**Run 1: cell density map**

(4 px per um) 5 x 7 tiles, from dark blue (low) to red (high), 0 to 100% covered.
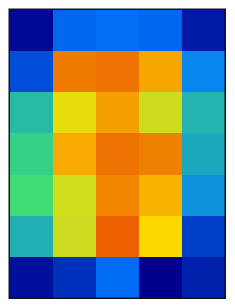
**Run 1: M3 wires**

(6 px per um)
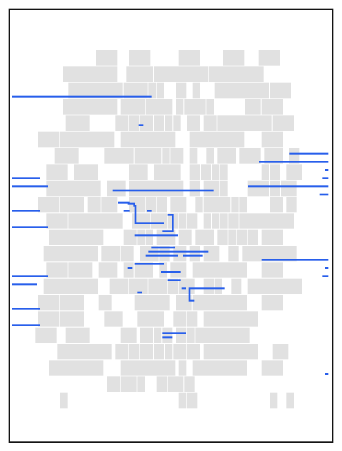
**Run 1: clock distribution**

(4 px per um)
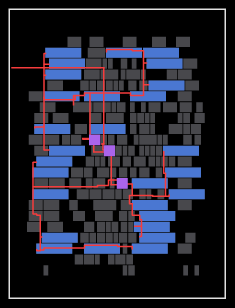
<file path="src/rtl/shift_bounce_if.sv">
// Register-side bus between the bounce controller and the 4-bit load/shift register.
// The controller drives LOAD/LR_Shift/D; the register returns its output on O_FB.
interface shift_bounce_if #(
  parameter int WIDTH = 4
);
  logic             LOAD;
  logic             LR_Shift;
  logic [WIDTH-1:0] D;
  logic [WIDTH-1:0] O_FB;

  modport master (
    output LOAD,
    output LR_Shift,
    output D,
    input  O_FB
  );

  modport slave (
    input  LOAD,
    input  LR_Shift,
    input  D,
    output O_FB
  );
endinterface

</file>
<file path="src/rtl/shift_bounce_ctrl.sv">
// Ping-pong light controller: loads a one-hot bit into the shift register, bounces it
// end to end for a programmed number of arrivals, clears it, and checks O_FB each cycle.
module shift_bounce_ctrl #(
  parameter int WIDTH = 4,
  parameter int CNT_W = 8
) (
  input  logic                     CLK,
  input  logic                     RST_N,
  input  logic                     START,
  input  logic                     STOP,
  input  logic [CNT_W-1:0]         PASSES,
  shift_bounce_if.master           reg_if,
  output logic                     BUSY,
  output logic                     DONE,
  output logic                     ERR,
  output logic [$clog2(WIDTH)-1:0] POS
);

  localparam int PW = $clog2(WIDTH);

  typedef enum logic [1:0] {
    IDLE,
    LOAD_S,
    RUN,
    CLEAR
  } state_t;

  state_t           state;
  logic             load_q;
  logic             lr_q;
  logic [WIDTH-1:0] d_q;
  logic [PW-1:0]    mdl;
  logic [CNT_W-1:0] cnt;
  logic [CNT_W-1:0] passes_q;

  logic [PW-1:0]    nxt_pos;
  logic             at_hi;
  logic             at_lo;
  logic             arrive;
  logic [CNT_W-1:0] cnt_inc;
  logic [CNT_W-1:0] cnt_sat;
  logic             last;
  logic [WIDTH-1:0] exp_oh;
  logic             mism;
  logic             chk_en;

  assign reg_if.LOAD     = load_q;
  assign reg_if.LR_Shift = lr_q;
  assign reg_if.D        = d_q;

  // mdl tracks the register's true bit position, even when POS is frozen by STOP
  assign nxt_pos = lr_q ? mdl - 1'b1 : mdl + 1'b1;
  assign at_hi   = nxt_pos == PW'(WIDTH - 1);
  assign at_lo   = nxt_pos == '0;
  assign arrive  = at_hi | at_lo;
  assign cnt_inc = cnt + 1'b1;
  assign cnt_sat = (cnt == '1) ? cnt : cnt_inc;
  assign last    = (passes_q != '0) && (cnt_inc == passes_q);
  assign exp_oh  = WIDTH'(1) << mdl;
  assign mism    = reg_if.O_FB != exp_oh;
  assign chk_en  = (state == RUN) || (state == CLEAR);

  always_ff @(posedge CLK or negedge RST_N) begin
    if (!RST_N) begin
      state    <= IDLE;
      load_q   <= 1'b0;
      lr_q     <= 1'b0;
      d_q      <= '0;
      BUSY     <= 1'b0;
      DONE     <= 1'b0;
      ERR      <= 1'b0;
      POS      <= '0;
      mdl      <= '0;
      cnt      <= '0;
      passes_q <= '0;
    end else begin
      DONE <= 1'b0;
      if (chk_en && mism) ERR <= 1'b1;
      unique case (state)
        IDLE: begin
          if (START) begin
            state    <= LOAD_S;
            load_q   <= 1'b1;
            d_q      <= WIDTH'(1);
            lr_q     <= 1'b0;
            BUSY     <= 1'b1;
            ERR      <= 1'b0;
            passes_q <= PASSES;
            cnt      <= '0;
            mdl      <= '0;
            POS      <= '0;
          end
        end
        LOAD_S: begin
          state  <= RUN;
          load_q <= 1'b0;
          d_q    <= '0;
          lr_q   <= 1'b0;
          mdl    <= '0;
          POS    <= '0;
        end
        RUN: begin
          mdl <= nxt_pos;
          if (STOP) begin
            state  <= CLEAR;
            load_q <= 1'b1;
            d_q    <= '0;
          end else begin
            POS <= nxt_pos;
            if (arrive) begin
              lr_q <= at_hi;
              cnt  <= cnt_sat;
              if (last) begin
                state  <= CLEAR;
                load_q <= 1'b1;
                d_q    <= '0;
              end
            end
          end
        end
        CLEAR: begin
          state  <= IDLE;
          load_q <= 1'b0;
          BUSY   <= 1'b0;
          DONE   <= 1'b1;
          POS    <= '0;
          mdl    <= '0;
        end
      endcase
    end
  end

endmodule
</file>
<file path="src/flat_wrapper.sv">
// flat-port wrapper written by rule: the top's interface ports become plain ports
module shift_bounce_ctrl_flat 
#(
  parameter int WIDTH = 4,
  parameter int CNT_W = 8
)
  (CLK, RST_N, START, STOP, PASSES, BUSY, DONE, ERR, POS, reg_if_LOAD, reg_if_LR_Shift, reg_if_D, reg_if_O_FB);
  shift_bounce_if #(.WIDTH(WIDTH)) reg_if_i ();
  input  logic CLK;
  input  logic RST_N;
  input  logic START;
  input  logic STOP;
  input  logic [CNT_W-1:0] PASSES;
  output logic BUSY;
  output logic DONE;
  output logic ERR;
  output logic [$clog2(WIDTH)-1:0] POS;
  output wire logic [$bits(reg_if_i.LOAD)-1:0] reg_if_LOAD;
  output wire logic [$bits(reg_if_i.LR_Shift)-1:0] reg_if_LR_Shift;
  output wire logic [$bits(reg_if_i.D)-1:0] reg_if_D;
  input wire logic [$bits(reg_if_i.O_FB)-1:0] reg_if_O_FB;
  assign reg_if_LOAD = reg_if_i.LOAD;
  assign reg_if_LR_Shift = reg_if_i.LR_Shift;
  assign reg_if_D = reg_if_i.D;
  assign reg_if_i.O_FB = reg_if_O_FB;
  shift_bounce_ctrl #(.WIDTH(WIDTH), .CNT_W(CNT_W)) u_core (.CLK(CLK), .RST_N(RST_N), .START(START), .STOP(STOP), .PASSES(PASSES), .reg_if(reg_if_i), .BUSY(BUSY), .DONE(DONE), .ERR(ERR), .POS(POS));
endmodule
</file>
<file path="config.mk">
export PLATFORM = sky130hd
export DESIGN_NAME = shift_bounce_ctrl_flat
export DESIGN_NICKNAME = d
export VERILOG_FILES = /design/src/rtl/shift_bounce_if.sv /design/src/rtl/shift_bounce_ctrl.sv /design/src/flat_wrapper.sv
export SDC_FILE = /design/constraint.sdc
export NUM_CORES = 1
export LEC_CHECK = 0
export CAP_MARGIN = 20
export CORE_ASPECT_RATIO = 1.4
export CORE_MARGIN = 4
export CORE_UTILIZATION = 55
export DETAILED_ROUTE_END_ITERATION = 6
export PLACE_DENSITY = 0.9
export SKIP_LAST_GASP = 1
export SLEW_MARGIN = 25
export SYNTH_ARGS = -nofsm -noshare
export SYNTH_HDL_FRONTEND = slang
export SYNTH_SLANG_ARGS = --single-unit
</file>
<file path="constraint.sdc">
create_clock -name CLK -period 6 [get_ports CLK]
set_input_delay 1.5 -clock CLK [delete_from_list [all_inputs] [get_ports CLK]]
set_output_delay 1.5 -clock CLK [all_outputs]
set_load 0.03 [all_outputs]
</file>
==> out/metrics.csv, run 1 <==
metric,value,unit
Worst path slowest cell,or4_1,
Post-synth EDFFs,0,
Pre-Place Util,59.5,%
layout cells sized above 1,7.98,%
R2R Path End,u_core.cnt[6],
Slew HR,64.9,%
final instance area,1870,um^2
largest net degree at the start of global routing,29,
most frequent cells in the layout,"28 x dfrtp_1, 23 x clkdlybuf4s50_1, 14 x nand2_1",
hold_buf cts,0,
GRT met1 Usage,19.8,%
initial antenna violation count,0,
Synth Flop Type,dfrtp_1,
Peak Freq,0.300,GHz
setup repair after global routing missed its margin,no,
Comb pwr share,52.2,%
Final Non-Filler Cells,224,
CTS resizes,0,
Pre-antenna DRT Iters,5,
synthesis area per yosys,1600,um^2
sequential-to-total area share from yosys stat,43.7,%
Row Count,22,
highest routed layer,met4,
met3 Use GR,2.67,%
met2 WL,1570,um
CTS tree,done,
yosys adder share,4.68,%
Initial DRC Count,34,
final wirelength,3120,um
met2 global-route usage,31.8,%
Yosys top cell by area,dfrtp_1,
hpwl dp,2460,um
Largest regs,"u_core.cnt x8, u_core.passes_q x8",
Multiplexer share,7.64,%
main logic family after synthesis,simple AND/OR/NAND/NOR gates,
setup slack at placement,2.28,ns
cell count in the Yosys report,169,
NetSw,0.000361,W
Top cell excl fill/tap,dfrtp_1,
routed vias,1257,
crit-path max FO,11,
Area Overhead vs Synth,16.6,%
outcome,finished clean,
Synthesized registers,28,
crit-path cells,"clkdlybuf4s50_1, nor2b_1, or4_1, or2_0, o31ai_1",
## Picture notes: 'cell density map'
tiles over 75% full: 31%
emptiest ninth of the die: lower right
densest ninth of the die: center
fullest tile: 89%

## Picture notes: 'M3 wires'
main direction: horizontal
nets with wire on the layer: 33
wire length on this layer: 192 um
share of all routed wire: 6.1%

## Picture notes: 'clock distribution'
[blue] flip-flops | count: 28
[red] clock wires | length: 287 um
[purple] cells driving clock nets | count: 3
routed clock nets: 4
clock latency on the worst-skew pair: 0.32 ns
Clock group: 0.0000905 W
Worst Clk Skew: 0.00858 ns

## run 1: cell usage after synthesis (2+ instances only)
master    number
a31oi_1        3
a21oi_1        5
o31ai_1        5
clkbuf_1       4
mux2_2         8
xnor2_1        6
nor3_1         5
nand3b_1       2
nand2b_1       5
nand2_1       14
mux2_1         2
and2_1         2
nor4_1         2
ha_1           6
o21ai_1        8
buf_4          4
nand3_1        7
o21ai_0        8
xor2_1         6
inv_1          5
buf_2          3
dfrtp_1       28
nor2_1        12
## run 1: area by class of cell
cell class / count / area, um^2 / share of cell area, %
clock buffer: 4 / 36.3 / 1.94
inverter: 6 / 22.5 / 1.20
multi-input combinational: 126 / 828 / 44.3
sequential: 28 / 701 / 37.5
tap: 36 / 45.0 / 2.41
timing repair buffer: 24 / 238 / 12.7
**Run 1: routing congestion**

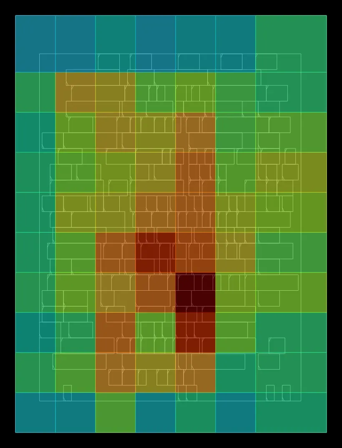

==> run 2: changes to the inputs <==
- CORE_UTILIZATION: 55 -> 47
- PLACE_DENSITY: 0.9 -> 0.83
- clock period: 6 -> 2.9 ns (I/O delays scaled with it)
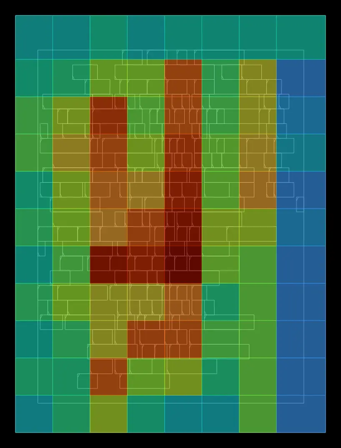
**Above:** run 2 (routing congestion).
met2 global-route usage: 26.8%
GRT Total Usage: 15.9%
WL/cell: 14.2 um
GRT met1 Usage: 18.5%
busiest layer in global routing: met2

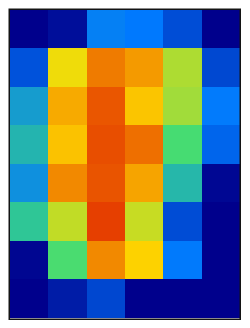
**Above:** run 2 (cell density map).
(4 px per um) 6 x 8 tiles, from dark blue (low) to red (high), 0 to 100% covered.
emptiest ninth of the die: lower right
densest ninth of the die: center
nearly empty tiles: 21%
mean over tiles: 42%

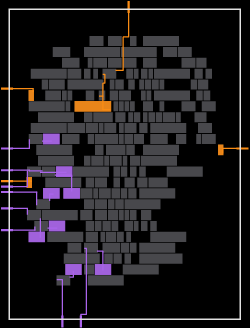
**Above:** run 2 (port wiring).
(4 px per um)
[orange] reg_if_D | bits: 4 | direction: output | edge: 2 left, 1 top, 1 right | end cells: 4 | buffers: 1 | wire: 46.3 um
[purple] PASSES | bits: 8 | direction: input | edge: 6 left, 2 bottom | end cells: 8 | buffers: 8 | wire: 108 um

==> run 2 against run 1 <==
Via count up 2.8%. Worst setup slack got worse by 2.3 ns. Core utilization decreased by 9.7 points. Flip-flop count did not move. Count of clock-buffer cells in the layout shrank 1. Clock power increased to 3.4 times the previous value. Register-to-register slack got worse by 2.9 ns. Synthesized area stayed put. Non-clock buffer count is 1 higher. Sequential share of layout area decreased by 0.90 points. Combinational power is 110% higher. Largest cell class unchanged. Largest power group unchanged. Highest routed layer unchanged.
==> out/metrics.csv, run 2 <==
metric,value,unit,change
outcome,finished clean,,unchanged
clkbuf count,3,,was 4
sequential-to-total area share from yosys stat,43.7,%,unchanged
crit-path cells,"inv_1, ha_1, xor2_1, nor2_1, nor2_1, or4_1, or2_0, o31ai_1",,"was clkdlybuf4s50_1, nor2b_1, or4_1, or2_0, o31ai_1"
RR Startpoint,u_core.mdl[0],,was u_core.mdl[1]
Post-synth ARST share,100,%,unchanged
layout cells sized above 1,8.47,%,was 7.98%
setup repair after global routing missed its margin,no,,unchanged
setup slack at placement,0.196,ns,was 2.28 ns
cycle use final,87.7,%,
yosys adder share,4.68,%,unchanged
highest routed layer,met4,,unchanged
routed vias,1292,,"was 1,257"
mi-comb count,126,,unchanged
Initial DRC Count,58,,was 34
synthesis area per yosys,1600,um^2,unchanged
"Distinct cells, synth",42,,unchanged
bufs w/o clock,25,,was 24
synthesized area,1600,um^2,unchanged
crit-path max FO,7,,was 11
largest net degree at the start of global routing,29,,unchanged
"AND/OR/NAND/NOR Cells, Area Fraction",17.5,%,unchanged
Synthesized registers,28,,unchanged
Peak Freq,0.393,GHz,
Worst Clk Skew,0.0114,ns,was 0.00858 ns
final instance area,1920,um^2,was 1870 um^2
inverters,6,,unchanged
CTS resizes,0,,unchanged
crit path capture type,register,,unchanged
Worst path slowest cell,dfrtp_1,,was or4_1
Top pwr grp,combinational cells,,unchanged
Yosys top cell by area,dfrtp_1,,unchanged
PD cells,1000,nW/um^2,was 455 nW/um^2
logic area,828,um^2,unchanged
initial antenna violation count,0,,unchanged
clock latency on the worst-skew pair,0.28,ns,was 0.32 ns
flop share of the area,36.6,%,was 37.5%
Signal buf overhead,12.8,%,was 12.7%
Sequential Area,701,um^2,unchanged
Largest regs,"u_core.cnt x8, u_core.passes_q x8",,unchanged
Synth Flop Type,dfrtp_1,,unchanged
Clock group,0.000305,W,was 0.0000905 W
seq_cells,28,,unchanged
VDD IR-drop max,0.713,mV,was 0.282 mV
most frequent cells in the layout,"28 x dfrtp_1, 23 x clkdlybuf4s50_1, 14 x nand2_1",,unchanged
Pre-Place Util,49.9,%,was 59.5%
hpwl dp,2480,um,was 2460 um
Area Overhead vs Synth,19.5,%,was 16.6%
NetSw,0.000778,W,was 0.000361 W
tap cells,39,,was 36
main logic family after synthesis,simple AND/OR/NAND/NOR gates,,unchanged
Metal-1 WL,1230,um,was 1300 um
Die W,57.4,um,was 53.6 um
cell count in the Yosys report,169,,unchanged
met3 Use GR,3.03,%,was 2.67%
Comb area share,43.2,%,was 44.3%
Slew HR,65.6,%,was 64.9%
Comb pwr share,49.7,%,was 52.2%
Clock-cell share,3.72,%,was 1.94%
Top cell excl fill/tap,dfrtp_1,,unchanged
final wirelength,3240,um,was 3120 um
CTS tree,done,,unchanged
Largest cell class,multi-input combinational cells,,unchanged
Row Count,24,,was 22
synth cell count leaders,"28 x dfrtp_1, 14 x nand2_1, 12 x nor2_1",,unchanged
cell with the most instances after synthesis,dfrtp_1,,unchanged
fill count,266,,was 231
Multiplexer share,7.64,%,unchanged
R2R Setup Slk,0.36,ns,was 3.28 ns
met2 WL,1740,um,was 1570 um
Via density,5.67,,was 5.61
Post-synth EDFFs,0,,unchanged
Pre-antenna DRT Iters,5,,unchanged
hold_buf cts,0,,unchanged
-- run 2: cell counts after synthesis --
No cell type changed its count.
-- run 2: final timing paths --
kind | to | cells after the start
hold / removal | u_core.reg_if.LOAD | 1
setup reg to reg | u_core.cnt[3] | 8
setup / recovery | u_core.cnt[3] | 8
max in group asynchronous | u_core.ERR | 2
hold reg to reg | u_core.reg_if.LOAD | 1
min in group asynchronous | u_core.cnt[6] | 2
-- run 2: per-stage QoR --
step | util, % | power, W | cells
6_report | 59.7 | 0.00192 | 228
5_1_grt | 59.7 | 0.00206 | 228
4_1_cts | 59.7 | 0.00193 | 228
3_5_place_dp | 57.4 | 0.00162 | 224
3_3_place_gp | 57.4 | 0.00157 | 224
2_1_floorplan | - | 0.00133 | 171
Power figures rest on the tool's default switching activity, not on a simulated workload.
